File: config.mk
export PLATFORM = sky130hd
export DESIGN_NAME = counter_inc_arbiter_flat
export DESIGN_NICKNAME = d
export VERILOG_FILES = /design/src/rtl/counter_inc_arbiter_if.sv /design/src/rtl/counter_inc_arbiter.sv /design/src/flat_wrapper.sv
export SDC_FILE = /design/constraint.sdc
export NUM_CORES = 1
export LEC_CHECK = 0
export CORE_AREA = 4 4 71 60
export DETAILED_ROUTE_END_ITERATION = 8
export DIE_AREA = 0 0 75 64
export GPL_ROUTABILITY_DRIVEN = 0
export PLACE_DENSITY = 0.8
export SLEW_MARGIN = 30
export SYNTH_ARGS = -nofsm -noshare
export SYNTH_HDL_FRONTEND = slang
export SYNTH_SLANG_ARGS = --single-unit
export TNS_END_PERCENT = 1
File: constraint.sdc
create_clock -name clk -period 6.1 [get_ports clk]
set_input_delay 1.22 -clock clk [delete_from_list [all_inputs] [get_ports clk]]
set_output_delay 1.22 -clock clk [all_outputs]
set_load 0.05 [all_outputs]
File: src/rtl/counter_inc_arbiter_if.sv
// Requester and counter-side signals of counter_inc_arbiter.
// The arbiter takes the slave view; producers and the counter take the master view.
interface counter_inc_arbiter_if #(
    parameter int unsigned NUM_REQ = 4,
    parameter int unsigned AMT_W   = 4,
    parameter int unsigned TOT_W   = 8
);
    logic [NUM_REQ-1:0]       req_valid;
    logic [NUM_REQ*AMT_W-1:0] req_amt;
    logic [NUM_REQ-1:0]       req_last;
    logic [NUM_REQ-1:0]       req_ready;
    logic                     cnt_inc;
    logic [AMT_W-1:0]         cnt_amt;
    logic [TOT_W-1:0]         cnt_tot;

    modport master (
        output req_valid, req_amt, req_last, cnt_tot,
        input  req_ready, cnt_inc, cnt_amt
    );

    modport slave (
        input  req_valid, req_amt, req_last, cnt_tot,
        output req_ready, cnt_inc, cnt_amt
    );
endinterface

File: src/rtl/counter_inc_arbiter.sv
// Round-robin, burst-owning arbiter issuing registered increments to a shared counter,
// with optional limit throttling. CNTARB_STATS_EN adds per-requester beat and stall counters.
module counter_inc_arbiter #(
    parameter int unsigned NUM_REQ   = 4,
    parameter int unsigned AMT_W     = 4,
    parameter int unsigned TOT_W     = 8,
    parameter int unsigned MAX_BURST = 4
) (
    input  logic                       clk,
    input  logic                       reset,
    counter_inc_arbiter_if.slave       bus,
    input  logic [TOT_W-1:0]           limit,
    input  logic                       limit_en,
    output logic [$clog2(NUM_REQ)-1:0] grant_id,
    output logic                       busy,
    output logic                       stalled
`ifdef CNTARB_STATS_EN
    ,
    output logic [NUM_REQ*8-1:0]       grant_cnt,
    output logic [15:0]                stall_cycles
`endif
);
    localparam int unsigned GW = $clog2(NUM_REQ);

    typedef enum logic [0:0] {StIdle, StOwn} state_e;

    state_e           state_q, state_d;
    logic [GW-1:0]    grant_q, grant_d;
    logic [3:0]       beat_q, beat_d;
    logic             rest_q, rest_d;
    logic             cnt_inc_q, cnt_inc_d;
    logic [AMT_W-1:0] cnt_amt_q, cnt_amt_d;

    logic             owner_valid;
    logic             owner_last;
    logic [AMT_W-1:0] owner_amt;
    logic [TOT_W:0]   shadow;
    logic [TOT_W:0]   need;
    logic             block;
    logic             xfer;
    logic             found;
    logic [3:0]       beat_inc;
    logic [NUM_REQ-1:0] ready;
    int unsigned      cand;

    // Shadow includes the increment still in flight so back-to-back beats see it.
    always_comb begin
        owner_valid = bus.req_valid[grant_q];
        owner_last  = bus.req_last[grant_q];
        owner_amt   = bus.req_amt[grant_q*AMT_W +: AMT_W];
        shadow      = {1'b0, bus.cnt_tot} + (cnt_inc_q ? (TOT_W+1)'(cnt_amt_q) : '0);
        need        = shadow + (TOT_W+1)'(owner_amt);
        block       = limit_en & owner_valid & (need > {1'b0, limit});
    end

    always_comb begin
        state_d   = state_q;
        grant_d   = grant_q;
        beat_d    = beat_q;
        rest_d    = rest_q;
        cnt_inc_d = 1'b0;
        cnt_amt_d = cnt_amt_q;
        ready     = '0;
        xfer      = 1'b0;
        found     = 1'b0;
        cand      = 0;
        beat_inc  = beat_q + 4'd1;
        unique case (state_q)
            StIdle: begin
                if (rest_q) begin
                    // Mandatory dead cycle after a release before re-arbitrating.
                    rest_d = 1'b0;
                end else begin
                    for (int unsigned i = 1; i <= NUM_REQ; i++) begin
                        cand = (int'(grant_q) + i) % NUM_REQ;
                        if (!found && bus.req_valid[cand]) begin
                            found   = 1'b1;
                            grant_d = GW'(cand);
                        end
                    end
                    if (found) begin
                        state_d = StOwn;
                        beat_d  = '0;
                    end
                end
            end
            StOwn: begin
                ready[grant_q] = !block;
                xfer           = owner_valid & !block;
                if (xfer) begin
                    cnt_inc_d = 1'b1;
                    cnt_amt_d = owner_amt;
                    beat_d    = beat_inc;
                    if (owner_last || beat_inc == 4'(MAX_BURST)) begin
                        state_d = StIdle;
                        rest_d  = 1'b1;
                    end
                end else if (!owner_valid) begin
                    state_d = StIdle;
                    rest_d  = 1'b1;
                end
            end
            default: state_d = StIdle;
        endcase
    end

    always_ff @(posedge clk) begin
        if (reset) begin
            state_q   <= StIdle;
            grant_q   <= GW'(NUM_REQ - 1);
            beat_q    <= '0;
            rest_q    <= 1'b0;
            cnt_inc_q <= 1'b0;
            cnt_amt_q <= '0;
        end else begin
            state_q   <= state_d;
            grant_q   <= grant_d;
            beat_q    <= beat_d;
            rest_q    <= rest_d;
            cnt_inc_q <= cnt_inc_d;
            cnt_amt_q <= cnt_amt_d;
        end
    end

    assign bus.req_ready = ready;
    assign bus.cnt_inc   = cnt_inc_q;
    assign bus.cnt_amt   = cnt_amt_q;
    assign grant_id      = grant_q;
    assign busy          = (state_q == StOwn);
    assign stalled       = (state_q == StOwn) & block;

`ifdef CNTARB_STATS_EN
    logic [NUM_REQ-1:0][7:0] grant_cnt_q, grant_cnt_d;
    logic [15:0]             stall_cycles_q, stall_cycles_d;

    always_comb begin
        grant_cnt_d    = grant_cnt_q;
        stall_cycles_d = stall_cycles_q;
        if (xfer && grant_cnt_q[grant_q] != 8'hFF) begin
            grant_cnt_d[grant_q] = grant_cnt_q[grant_q] + 8'd1;
        end
        if (stalled && stall_cycles_q != 16'hFFFF) begin
            stall_cycles_d = stall_cycles_q + 16'd1;
        end
    end

    always_ff @(posedge clk) begin
        if (reset) begin
            grant_cnt_q    <= '0;
            stall_cycles_q <= '0;
        end else begin
            grant_cnt_q    <= grant_cnt_d;
            stall_cycles_q <= stall_cycles_d;
        end
    end

    assign grant_cnt    = grant_cnt_q;
    assign stall_cycles = stall_cycles_q;
`endif
endmodule
File: src/flat_wrapper.sv
// flat-port wrapper written by rule: the top's interface ports become plain ports
module counter_inc_arbiter_flat 
#(
    parameter int unsigned NUM_REQ   = 4,
    parameter int unsigned AMT_W     = 4,
    parameter int unsigned TOT_W     = 8,
    parameter int unsigned MAX_BURST = 4
)
  (clk, reset, limit, limit_en, grant_id, busy, stalled, bus_req_valid, bus_req_amt, bus_req_last, bus_cnt_tot, bus_req_ready, bus_cnt_inc, bus_cnt_amt);
  counter_inc_arbiter_if #(.NUM_REQ(NUM_REQ), .AMT_W(AMT_W), .TOT_W(TOT_W)) bus_i ();
  input  logic clk;
  input  logic reset;
  input  logic [TOT_W-1:0] limit;
  input  logic limit_en;
  output logic [$clog2(NUM_REQ)-1:0] grant_id;
  output logic busy;
  output logic stalled;
  input wire logic [$bits(bus_i.req_valid)-1:0] bus_req_valid;
  input wire logic [$bits(bus_i.req_amt)-1:0] bus_req_amt;
  input wire logic [$bits(bus_i.req_last)-1:0] bus_req_last;
  input wire logic [$bits(bus_i.cnt_tot)-1:0] bus_cnt_tot;
  output wire logic [$bits(bus_i.req_ready)-1:0] bus_req_ready;
  output wire logic [$bits(bus_i.cnt_inc)-1:0] bus_cnt_inc;
  output wire logic [$bits(bus_i.cnt_amt)-1:0] bus_cnt_amt;
  assign bus_i.req_valid = bus_req_valid;
  assign bus_i.req_amt = bus_req_amt;
  assign bus_i.req_last = bus_req_last;
  assign bus_i.cnt_tot = bus_cnt_tot;
  assign bus_req_ready = bus_i.req_ready;
  assign bus_cnt_inc = bus_i.cnt_inc;
  assign bus_cnt_amt = bus_i.cnt_amt;
  counter_inc_arbiter #(.NUM_REQ(NUM_REQ), .AMT_W(AMT_W), .TOT_W(TOT_W), .MAX_BURST(MAX_BURST)) u_core (.clk(clk), .reset(reset), .bus(bus_i), .limit(limit), .limit_en(limit_en), .grant_id(grant_id), .busy(busy), .stalled(stalled));
endmodule
==> Table 3: Implementation characteristics <==
Physical design parameters

Parameter                              Value

CTS
  Setup fix buffers added after clock tree synthesis    4
  Clock root buffer master    sky130_fd_sc_hd__clkbuf_8
  Number of levels the H-tree was split into    1

Final layout
  Plain + repair buffers    about 76
  Commonest Layout Cell    sky130_fd_sc_hd__clkdlybuf4s50_1
  Layout fillers    around 280
  Commonest cells after routing, fill and taps aside    33 x sky130_fd_sc_hd__clkdlybuf4s50_1, 21 x sky130_fd_sc_hd__buf_4, 15 x sky130_fd_sc_hd__ha_1
  Sequential cell area    260 µm²
  Fraction of area in registers    10.5%
  Final cell area excluding filler cells    about 0.0025 mm²
  Nets    313
  Count of non-CTS inverters in the layout    16

Route
  Number of DRC markers in iteration 0    roughly 76
  Remaining antenna violation count after routing    0
  Via count    between 1.5k and 2k
  Vias per Instance    about 5.6

Synth
  Largest cells by area after synthesis    sky130_fd_sc_hd__dfxtp_1 16%, sky130_fd_sc_hd__ha_1 14%, sky130_fd_sc_hd__mux4_2 8.5%
  Post-synthesis instance area    between 0.0015 and 0.002 mm²
  Seq cells post-synth    13
  Post-synthesis chip area from yosys    approximately 0.0016 mm²
  Area share of the largest cell type after synthesis    16.3%

Floorplanning
  Die area    approximately 0.0048 mm²
  Init Core Util    43.9%

Critical path
  Cell-by-cell trace of the critical path    clkbuf_2 -> mux4_2 -> fa_2 -> ha_4 -> fa_2 -> a21o_1 -> a21oi_2 -> nor2_1 -> xor2_1 -> ha_1 -> nand2_2 -> or3_4 -> o2111a_2 -> nor2_4 -> and3_4 -> buf_12
  Critical path peak fanout    4
  Cell family contributing the most delay on the critical path    adder cells
  Critical path launch point type    input pin
  Worst r2r src    u_core.grant_id[0]
  Worst endpoint data arrival time    4860 ps
  Most repeated library cell on the critical path    sky130_fd_sc_hd__fa_2
  Sort of element at the end of the critical path    primary output
  Register-to-register setup slack    between 1500 and 2000 ps
  Standard cell with the maximum stage delay on the critical path    sky130_fd_sc_hd__mux4_2
  Delay of the slowest cell on the worst path    around 510 ps

Min path
  Origin of the worst min-delay path    u_core.bus.cnt_amt[0]
  Worst min-delay path category    flip-flop to flip-flop
  Number of cells traversed by the worst hold path    2

Outcome
  Outcome    finished clean

GRT
  Remaining global-route overflow    0
  Initial antenna violation count    0
  Number of global-route vias before repair    roughly 1.7k

Power and ir drop
  Cell Pwr Density    389 mW/mm²
  Register share of total power    13.7%
  Net switching power    ~0.44 mW

Run
  Max_cap viols    0

STA
  Fmax    between 150 and 200 MHz
  Slew at the pin with the worst max-slew slack    between 500 and 600 ps

Place
  Total half-perimeter wirelength after legalization and detailed placement    3590 µm
[stage by stage]
stage / cells / total power [mW] / worst slack, ps / util (%)
after floorplan: 173 / 0.576 / 29.9 / -
after global placement: 279 / 0.775 / -340 / 63.6
after detailed placement: 279 / 0.789 / -491 / 63.6
after CTS: 287 / 0.937 / 4.09 / 67.8
after global routing: 290 / 1.04 / -70.7 / 68.2
final: 290 / 0.964 / 20.3 / 68.2
[routing by layer]
metal / up-vias / global-route usage, % / share of wire (%) / wire length [µm]
li1: 791 / - / - / -
met1: 764 / 25.2 / 43 / 1960
met2: 53 / 33.4 / 50 / 2300
met3: 8 / 3.14 / 5.4 / 247
met4: 0 / 4.67 / 1.4 / 63
met5: - / 0 / 0 / 0
Fig. 1: clock wires, drivers and flops
Drawn at 8 px/µm.
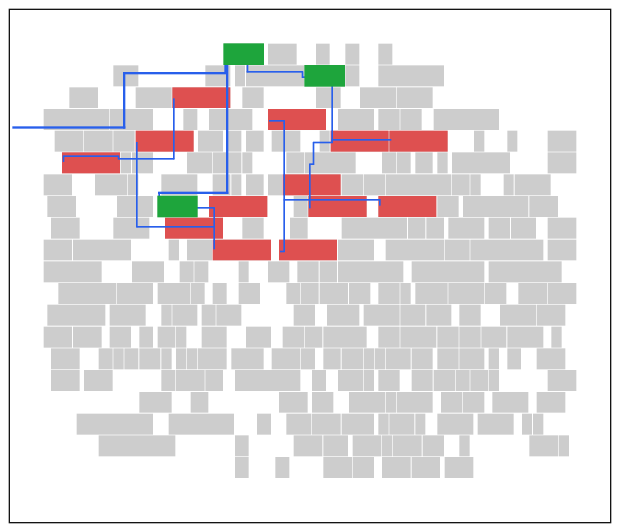
- red: flip-flops (count 13)
- green: clock drivers (count 3)
- blue: clock wires (length 185 µm)
- routed clock nets: 4
clock share of power: 8.0%
Layout Skew: 1.70 ps
Clock Latency Late Sink: 240 ps
clock group total power: 0.0767 mW

Fig. 2: supply network
Drawn at 6 px/µm. Pins as bars on the die edge.
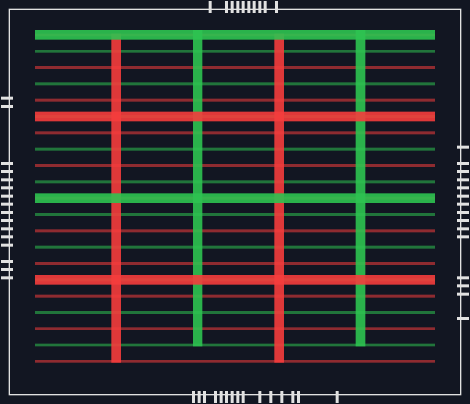
- green: VDD
- red: VSS
- signal pins: 56
- met4 straps: 4
- rows: 20
Die Span X: 75 µm
maximum vdd drop: 0.000270 V
die height: 64 µm
floorplan core area: 0.00363 mm²

No activity file was given, so power comes from the tool's default toggle rates.
